**config.mk**
```make
export PLATFORM = sky130hd
export DESIGN_NAME = rps_match_controller
export DESIGN_NICKNAME = d
export VERILOG_FILES = /design/src/rtl/rps_match_controller.sv
export SDC_FILE = /design/constraint.sdc
export NUM_CORES = 1
export LEC_CHECK = 0
export CORE_MARGIN = 5
export CORE_UTILIZATION = 48
export DETAILED_ROUTE_END_ITERATION = 8
export PLACE_DENSITY = 0.69
export SETUP_SLACK_MARGIN = 0.5
export SYNTH_ARGS = -nofsm -noshare
export SYNTH_HDL_FRONTEND = slang
export SYNTH_SLANG_ARGS = --single-unit
```
**constraint.sdc**
```tcl
create_clock -name clock -period 6.85 [get_ports clock]
set_clock_uncertainty 0.05 [all_clocks]
set_input_delay 1.0275 -clock clock [delete_from_list [all_inputs] [get_ports clock]]
set_output_delay 1.0275 -clock clock [all_outputs]
set_load 0.01 [all_outputs]
```
**src/rtl/rps_match_controller.sv**
```systemverilog
// Best-of-N rock-paper-scissors match controller: captures a player press, draws a
// computer choice from an LFSR, scores the round, holds the result, declares the match.
module rps_match_controller #(
  parameter int          ROUNDS_TO_WIN = 2,
  parameter int          SCORE_W       = 4,
  parameter logic [7:0]  LFSR_SEED     = 8'hA5,
  parameter int          RESULT_HOLD   = 50_000_000,
  parameter int          HOLD_W        = 26
) (
  input  logic               clock,
  input  logic               reset_n,
  input  logic               rock_button,
  input  logic               paper_button,
  input  logic               scissors_button,
  input  logic               new_match,
  input  logic               cpu_force_en,
  input  logic [1:0]         cpu_force_choice,
  output logic [1:0]         player_choice,
  output logic [1:0]         computer_choice,
  output logic               win_led,
  output logic               lose_led,
  output logic               tie_led,
  output logic [SCORE_W-1:0] player_score,
  output logic [SCORE_W-1:0] computer_score,
  output logic [SCORE_W-1:0] round_count,
  output logic               match_over
);

  localparam logic [7:0]         SEED_EFF = (LFSR_SEED == 8'h00) ? 8'h01 : LFSR_SEED;
  localparam logic [SCORE_W-1:0] WIN_CNT  = SCORE_W'(ROUNDS_TO_WIN);
  localparam logic [HOLD_W-1:0]  HOLD_LD  = HOLD_W'(RESULT_HOLD - 1);

  typedef enum logic [2:0] {
    S_IDLE,
    S_DRAW,
    S_SCORE,
    S_SHOW,
    S_MATCH_END
  } state_e;

  state_e             state_q, state_d;
  logic [7:0]         lfsr_q;
  logic [2:0]         prev_q;
  logic [1:0]         player_q, player_d;
  logic [1:0]         comp_q, comp_d;
  logic               win_q, win_d;
  logic               lose_q, lose_d;
  logic               tie_q, tie_d;
  logic [SCORE_W-1:0] pscore_q, pscore_d;
  logic [SCORE_W-1:0] cscore_q, cscore_d;
  logic [SCORE_W-1:0] rcount_q, rcount_d;
  logic               match_q, match_d;
  logic [HOLD_W-1:0]  hold_q, hold_d;

  logic [2:0]         btn;
  logic [2:0]         edges;
  logic               press_valid;
  logic [1:0]         press_code;

  // Encoding: 01 rock, 10 paper, 11 scissors.
  function automatic logic beats(input logic [1:0] a, input logic [1:0] b);
    return ((a == 2'b01) && (b == 2'b11)) ||
           ((a == 2'b10) && (b == 2'b01)) ||
           ((a == 2'b11) && (b == 2'b10));
  endfunction

  assign btn   = {scissors_button, paper_button, rock_button};
  assign edges = btn & ~prev_q;

  always_comb begin
    press_valid = 1'b1;
    press_code  = 2'b00;
    case (edges)
      3'b001:  press_code = 2'b01;
      3'b010:  press_code = 2'b10;
      3'b100:  press_code = 2'b11;
      default: press_valid = 1'b0;
    endcase
  end

  // The LFSR free-runs in every state so the draw depends on press timing.
  always_ff @(posedge clock or negedge reset_n) begin
    if (!reset_n) begin
      lfsr_q <= SEED_EFF;
      prev_q <= 3'b111;
    end else begin
      lfsr_q <= {lfsr_q[6:0], lfsr_q[7] ^ lfsr_q[5] ^ lfsr_q[4] ^ lfsr_q[3]};
      prev_q <= btn;
    end
  end

  always_comb begin
    state_d  = state_q;
    player_d = player_q;
    comp_d   = comp_q;
    win_d    = win_q;
    lose_d   = lose_q;
    tie_d    = tie_q;
    pscore_d = pscore_q;
    cscore_d = cscore_q;
    rcount_d = rcount_q;
    match_d  = match_q;
    hold_d   = hold_q;

    if (new_match) begin
      state_d  = S_IDLE;
      player_d = 2'b00;
      comp_d   = 2'b00;
      win_d    = 1'b0;
      lose_d   = 1'b0;
      tie_d    = 1'b0;
      pscore_d = '0;
      cscore_d = '0;
      rcount_d = '0;
      match_d  = 1'b0;
      hold_d   = '0;
    end else begin
      case (state_q)
        S_IDLE: begin
          if (press_valid) begin
            player_d = press_code;
            state_d  = S_DRAW;
          end
        end
        S_DRAW: begin
          if (cpu_force_en && (cpu_force_choice != 2'b00)) begin
            comp_d  = cpu_force_choice;
            state_d = S_SCORE;
          end else if (lfsr_q[1:0] != 2'b00) begin
            comp_d  = lfsr_q[1:0];
            state_d = S_SCORE;
          end
        end
        S_SCORE: begin
          if (rcount_q != '1) rcount_d = rcount_q + SCORE_W'(1);
          if (player_q == comp_q) begin
            tie_d = 1'b1;
          end else if (beats(player_q, comp_q)) begin
            win_d    = 1'b1;
            pscore_d = pscore_q + SCORE_W'(1);
          end else begin
            lose_d   = 1'b1;
            cscore_d = cscore_q + SCORE_W'(1);
          end
          hold_d  = HOLD_LD;
          state_d = S_SHOW;
        end
        S_SHOW: begin
          if (hold_q == '0) begin
            if ((pscore_q == WIN_CNT) || (cscore_q == WIN_CNT)) begin
              state_d = S_MATCH_END;
              match_d = 1'b1;
              tie_d   = 1'b0;
              win_d   = (pscore_q == WIN_CNT);
              lose_d  = (pscore_q != WIN_CNT);
            end else begin
              state_d = S_IDLE;
              win_d   = 1'b0;
              lose_d  = 1'b0;
              tie_d   = 1'b0;
            end
          end else begin
            hold_d = hold_q - HOLD_W'(1);
          end
        end
        S_MATCH_END: state_d = S_MATCH_END;
        default:     state_d = S_IDLE;
      endcase
    end
  end

  always_ff @(posedge clock or negedge reset_n) begin
    if (!reset_n) begin
      state_q  <= S_IDLE;
      player_q <= 2'b00;
      comp_q   <= 2'b00;
      win_q    <= 1'b0;
      lose_q   <= 1'b0;
      tie_q    <= 1'b0;
      pscore_q <= '0;
      cscore_q <= '0;
      rcount_q <= '0;
      match_q  <= 1'b0;
      hold_q   <= '0;
    end else begin
      state_q  <= state_d;
      player_q <= player_d;
      comp_q   <= comp_d;
      win_q    <= win_d;
      lose_q   <= lose_d;
      tie_q    <= tie_d;
      pscore_q <= pscore_d;
      cscore_q <= cscore_d;
      rcount_q <= rcount_d;
      match_q  <= match_d;
      hold_q   <= hold_d;
    end
  end

  assign player_choice   = player_q;
  assign computer_choice = comp_q;
  assign win_led         = win_q;
  assign lose_led        = lose_q;
  assign tie_led         = tie_q;
  assign player_score    = pscore_q;
  assign computer_score  = cscore_q;
  assign round_count     = rcount_q;
  assign match_over      = match_q;

endmodule

```
Fig. 1: run 1, met3 routing
(4 px per um)
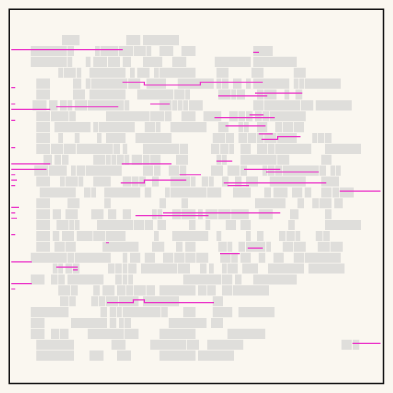
wire length on this layer	391 um
longest straight run	29.0 um
share of all routed wire	5.0%
DR vias: 2,822
final WL: 7820 um

Fig. 2: run 1, local utilization
(4 px per um) 9 x 9 tiles, from white (low) to dark blue (high), 0 to 100% covered.
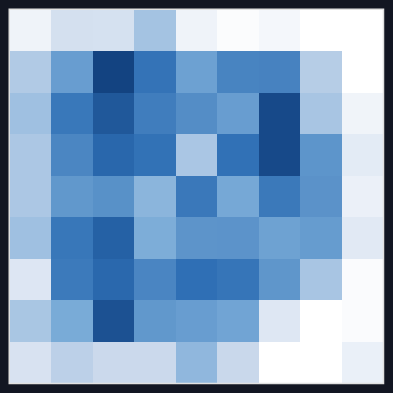
fullest tile	92%
mean over tiles	44%
tiles over 75% full	9.9%
emptiest ninth of the die	lower right
Core Area: 6760 sq um
FP Util: 49.2%
Final Util: 57.4%

Fig. 3: run 1, routed clock nets over the placement
(4 px per um)
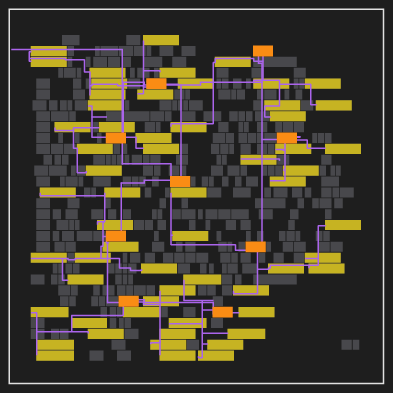
[orange] clock-net drivers | count: 9
[purple] clock wires | length: 853 um
[yellow] flip-flops | count: 60
flops lie	spread over the die

[run 1: power groups by stage]
stage,logic (mW),registers [mW],clock network (mW)
global placement,0.309,0.449,0
global route,0.350,0.453,0.420
detailed placement,0.313,0.450,0
CTS,0.315,0.444,0.405
floorplan,0.252,0.428,0
finish,0.316,0.444,0.401
[run 1: logic make-up (layout without fill, tap and decap cells)]
group	Yosys count	in the layout	synth area share [%]
muxes	4	4	1.24
xor gates and xnor gates	16	16	4.22
adders and majority gates	6	6	2.26
buffers and inverters	27	53	3.35
and+or+nand+nor	139	139	21.7
AOI/OAI and AO/OA	104	104	21.8
DFF	60	60	45.4
[run 1: routing by layer]
layer	track usage, %	vias to the layer above	share of wire (%)
met5	0	-	0
met4	7.69	0	1.5
met3	4.18	10	5.0
met2	31.3	74	47
met1	26.8	1373	46
li1	-	1365	-
[run 1: flip-flops by register name, summed over array words and instances (netlist names)]
signal	flops
lose_led	1
tie_led	1
hold_q	26
match_over	1
state_q	3
computer_score	4
win_led	1
round_count	4
computer_choice	2
player_choice	2
lfsr_q	8
prev_q	3
player_score	4
[run 1: synthesized netlist by cell type (2+ instances only)]
library cell / count / area (sq um)
a22o_1: 4 / 35.0
mux2i_1: 3 / 30.0
or3_1: 4 / 25.0
nand4_1: 3 / 18.8
nor4_2: 2 / 25.0
a21oi_1: 23 / 115
nor4_1: 5 / 31.3
o41ai_1: 5 / 43.8
dfstp_2: 7 / 184
xnor2_1: 8 / 70.1
or2_2: 4 / 25.0
o21ai_0: 22 / 110
clkbuf_1: 18 / 67.6
a21o_1: 4 / 30.0
dfrtp_1: 53 / 1330
nor2_1: 37 / 139
a211oi_1: 6 / 45.0
nor3_1: 18 / 90.1
and3_1: 2 / 12.5
or4_1: 7 / 52.6
buf_2: 2 / 10.0
o2bb2ai_1: 3 / 26.3
nor2b_1: 5 / 31.3
o211ai_1: 3 / 22.5
inv_1: 6 / 22.5
nand3_1: 11 / 55.1
nand3b_1: 2 / 15.0
ha_1: 6 / 75.1
o311ai_0: 2 / 17.5
and3b_1: 2 / 17.5
a41oi_1: 4 / 35.0
o21a_1: 2 / 15.0
a311oi_1: 4 / 35.0
a221oi_1: 3 / 26.3
xor2_1: 8 / 70.1
and2_1: 3 / 18.8
nand2b_1: 5 / 31.3
o31ai_1: 7 / 52.6
nand2_1: 25 / 93.8
[run 1: worst paths after layout]
path | start | end | slack [ps]
max reg2reg | hold_q[4] | hold_q[13] | 3970
max | new_match | hold_q[13] | 3960
min in group asynchronous | reset_n | hold_q[4] | 770
max in group asynchronous | reset_n | round_count[1] | 5480
min | lfsr_q[6] | lfsr_q[7] | 300
min reg2reg | lfsr_q[6] | lfsr_q[7] | 300
[run 1: final cells by class]
class,instances,area [sq um]
flip-flops and latches,60,1510
fillers,608,2880
multi-input cells,269,1700
clock buffers,10,138
well taps,80,100
clock inverters,6,111
inverters,6,22.5
repair buffers,31,298
==> flow_metrics.env, run 1 <==
# physical design summary
export IMPL_hp_class="reg -> reg"
export IMPL_syn_inst=356
export IMPL_lay_top_count="dfrtp_1"
export IMPL_critPathArrivalTime_ps=3080
export IMPL_reg2reg_depth=5
export IMPL_critical_path_buf_inv_count=3
export IMPL_grt_max_degree=61
export IMPL_crit_fanout=39
export IMPL_die_w_um=93.2
export IMPL_status="finished clean"
export IMPL_cts_buffer_depth=2
export IMPL_cpMostUsedCell="buf_4"
export IMPL_leakagePower_nw=1.63
export IMPL_log_warning_count=28
export IMPL_dpl_cell_area_sq_um=3630
export IMPL_crit_type="in -> reg"
export IMPL_drt_iter0_drc=162
export IMPL_postCtsHoldBufs=0
export IMPL_gp_congestion=0.851
export IMPL_drc=0
export IMPL_max_clock_freq_ghz=0.346
export IMPL_area_growth_pct=16.8
export IMPL_cp_depth=7
export IMPL_critPathLaunchType="primary input"
export IMPL_rows=30
export IMPL_end_kind="flop"
export IMPL_grt_pass1_wl_um=13600
export IMPL_whs_ps=303
export IMPL_crit_slowest_cell="clkdlybuf4s50_1"
export IMPL_synth_warnings=0
export IMPL_ant_nets=0
export IMPL_antenna_found_initial=0
export IMPL_powerDensity_nw_per_um2=299
export IMPL_p_sw_uw=395
export IMPL_path_clk_slew_ps=60
export IMPL_cp_top_family="buffers and inverters"
export IMPL_numCtsBuffers=9
export IMPL_hold_viol_final=0
export IMPL_dp_hpwl_um=5210
export IMPL_finalCritPeriodShare_pct=42.2
export IMPL_pwr_share_comb_pct=27.2
export IMPL_wl_per_cell_um=16.9
export IMPL_critPathRequiredTime_ps=7040
export IMPL_die_h_um=93.2
Fig. 4: run 1, clock routing
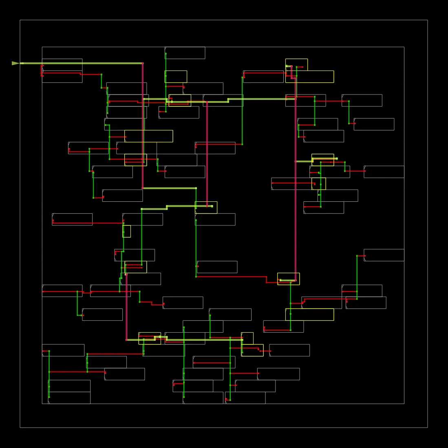

## Run 2: what changed since run 1
Settings changed: PLACE_DENSITY 0.69 to 0.72.
Clock period 6.85 ns to 2.5 ns, I/O delays scaled along.
Fig. 5: run 2, clock routing
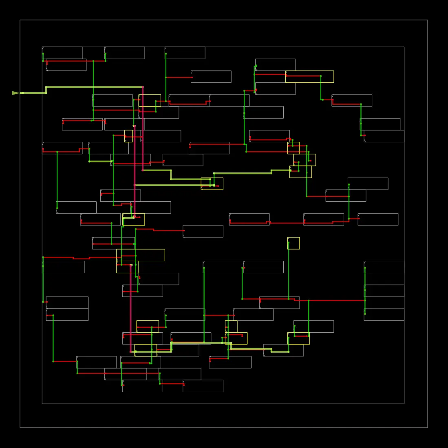
CTS Buf Count: 9
FFs & Latches: 60
clock buffers: 10
clk sinks: 60
worst skew pair latency: 340 ps

Fig. 6: run 2, local utilization
(4 px per um) 9 x 9 tiles, from white (low) to dark blue (high), 0 to 100% covered.
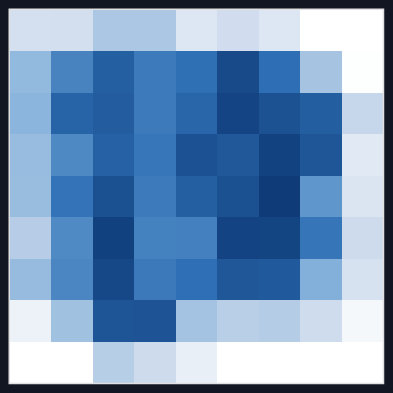
fullest tile	95%
tiles over 75% full	31%
densest ninth of the die	centre
emptiest ninth of the die	lower right
Final Util: 67.1%

Fig. 7: run 2, M1 wires
(3 px per um) Supply wires on this layer in grey.
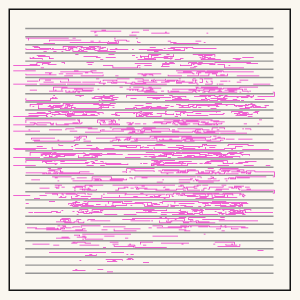
longest straight run	22.1 um
main direction	horizontal
wire length on this layer	3,950 um
M1 GR Usage: 29.7%
final WL: 9140 um
DR vias: 3,129

==> flow_metrics.env, run 2 <==
# physical design summary
export IMPL_status="finished clean"
export IMPL_drt_iter0_drc=240
export IMPL_antenna_found_initial=0
export IMPL_rsz0062_at_grt="yes"
export IMPL_postCtsHoldBufs=0
export IMPL_num_io_pins=29
export IMPL_yosysCellCount=356
export IMPL_clkPwrFrac_pct=27.0
export IMPL_critical_path_buf_inv_count=1
export IMPL_crit_fanout=6
export IMPL_powerDensity_nw_per_um2=822
export IMPL_first_global_vias=2980
export IMPL_ant_nets=0
export IMPL_die_area_sq_um=8690
export IMPL_crit_slowest_cell="or4_4"
export IMPL_swShare_pct=36.5
export IMPL_cp_slowest_stage_delay_ps=560
export IMPL_top_cells_by_count="dfrtp_1 (53), nor2_1 (37), nand2_1 (25)"
export IMPL_syn_inst=356
export IMPL_fin_ws_ps=82.6
export IMPL_die_w_um=93.2
export IMPL_postSynthSeqShare_pct=45.4
export IMPL_top_register="hold_q"
export IMPL_critPathRequiredTime_ps=2680
export IMPL_htree_levels=3
export IMPL_grt_usage_pct=21.4
export IMPL_cp_top_family="simple AND/OR/NAND/NOR gates"
export IMPL_end_kind="flop"
export IMPL_crit_type="reg -> reg"
export IMPL_gp_congestion=0.872
export IMPL_drive_above_1_share_pct=29.7
export IMPL_top_area_cell="dfrtp_1"
export IMPL_post_place_ws_ps=41.7
export IMPL_final_net_count=438
export IMPL_critPathLaunchType="flop"
export IMPL_die_h_um=93.2
export IMPL_cts_buffer_depth=2
export IMPL_via_per_inst=6.16
export IMPL_synth_warnings=0
export IMPL_leakagePower_nw=1.89
export IMPL_p_int_mw=2.37
export IMPL_path_clk_slew_ps=80
export IMPL_p_sw_mw=1.36
export IMPL_slew_viol_final=0
export IMPL_reg_largest_list="hold_q x26, lfsr_q x8"
export IMPL_firstDrtPassIters=4
export IMPL_crit_chain="or4_4 -> or4_4 -> o31ai_4 -> buf_4 -> o21ai_2 -> a22o_1"
export IMPL_netlist_area_sq_um=3320
export IMPL_log_warning_count=31
export IMPL_lay_top_count="dfrtp_1"
export IMPL_tightest_slew_ps=892
export IMPL_grt_pass1_wl_um=14800
export IMPL_wl_per_cell_um=18.0
export IMPL_most_common_cell="dfrtp_1"
export IMPL_cpMostUsedCell="or4_4"
export IMPL_drc=0
export IMPL_setup_viol=0
export IMPL_yosysTopAreaCellShare_pct=39.9
export IMPL_syn_avg_cell_area_sq_um=9.33
export IMPL_antenna_cells=0
export IMPL_ys_types=57
export IMPL_area_growth_pct=36.4
export IMPL_power_mw=3.73
export IMPL_whs_ps=27.1
export IMPL_finalCritPeriodShare_pct=96.7
export IMPL_core_area_sq_um=6760
export IMPL_critPathArrivalTime_ps=2600
export IMPL_max_clock_freq_ghz=0.414
export IMPL_grt_max_degree=34
export IMPL_pwr_share_comb_pct=41.0
export IMPL_initial_utilization_pct=49.2
export IMPL_fin_crit_ps=2420
export IMPL_largest_reg_flops=26
export IMPL_maxCapViolCount=0
export IMPL_ir_worst_vdd_uv=412
export IMPL_edf_count=0
export IMPL_grt_overflow=0
export IMPL_fin_setup_tns_ps=0
export IMPL_hold_viol_final=0
export IMPL_hp_class="in -> async"
export IMPL_ys_async_sr_fraction_pct=100
export IMPL_dp_hpwl_um=5590
export IMPL_rows=30
export IMPL_area_leaders="dfrtp_1 (40%), dfstp_2 (5.5%), nor2_1 (4.2%), a21oi_1 (3.5%), o21ai_0 (3.3%)"
export IMPL_p_seq_share_pct=32.0
## run 2: cells by family after synthesis
kind of cell             Yosys count  synth area share, %
AND/OR/NAND/NOR                  139                 21.7
buffers and inverters             27                 3.35
multiplexers                       4                 1.24
adder cells (fa/ha/maj)            6                 2.26
AND-OR/OR-AND                    104                 21.8
flip-flops                        60                 45.4
XOR/XNOR                          16                 4.22
## run 2: path summary, 6_finish.rpt
check / start / to / slack, ps / depth (start not counted)
worst max-delay path: hold_q[10] / hold_q[5] / 80 / 6
worst min-delay path: reset_n / hold_q[21] / 30 / 1
worst max register to register: hold_q[10] / hold_q[5] / 80 / 6
worst min register to register: lfsr_q[6] / lfsr_q[7] / 310 / 0
max in group asynchronous: reset_n / prev_q[2] / 1690 / 2
min in group clock: lfsr_q[6] / lfsr_q[7] / 310 / 0
## run 2: worst register-to-register path, stage by stage (launching register included)
cell,delay [ps]
dfrtp_1,380
or4_4,550
or4_4,560
o31ai_4,330
buf_4,180
o21ai_2,50
a22o_1,220
## run 2: cell type report
| class | instances | area (sq um) |
|---|---|---|
| Clock buffer | 10 | 138 |
| Fill cell | 526 | 2220 |
| Tap cell | 80 | 100 |
| Timing Repair Buffer | 77 | 702 |
| Multi-Input combinational cell | 269 | 1970 |
| Inverter | 6 | 22.5 |
| Sequential cell | 60 | 1510 |
| Clock inverter | 6 | 87.6 |
## run 2: stage by stage
stage | instance area, sq um | instances
6_report | 4530 | 508
5_1_grt | 4530 | 508
4_1_cts | 4340 | 500
3_5_place_dp | 3870 | 471
3_3_place_gp | 3870 | 471
2_1_floorplan | 3380 | 356
## run 2: routing by layer
| metal | track usage, % | vias up | share of wire, % |
|---|---|---|---|
| met5 | 0 | - | 0 |
| met4 | 8.06 | 0 | 2.2 |
| met3 | 5.79 | 25 | 7.4 |
| met2 | 32.0 | 138 | 47 |
| met1 | 29.7 | 1510 | 43 |
| li1 | - | 1456 | - |
## run 2: power groups by stage
stage               sequential, mW  clock (mW)  combinational, mW
finish                        1.19        1.00               1.53
CTS                           1.18        1.02               1.34
global route                  1.21        1.07               1.64
detailed placement            1.20           0               1.06
floorplan                     1.17           0              0.750
global placement              1.20           0               1.04
## run 2: timing repair
| item | in CTS | in global routing |
|---|---|---|
| resized | 32 | 34 |
| gates cloned | 1 | 0 |
| buffers inserted | 12 | 8 |
| pin swaps | 9 | 18 |
| setup endpoints to repair | 33 | 37 |
Power is estimated from default activity; no workload was simulated.
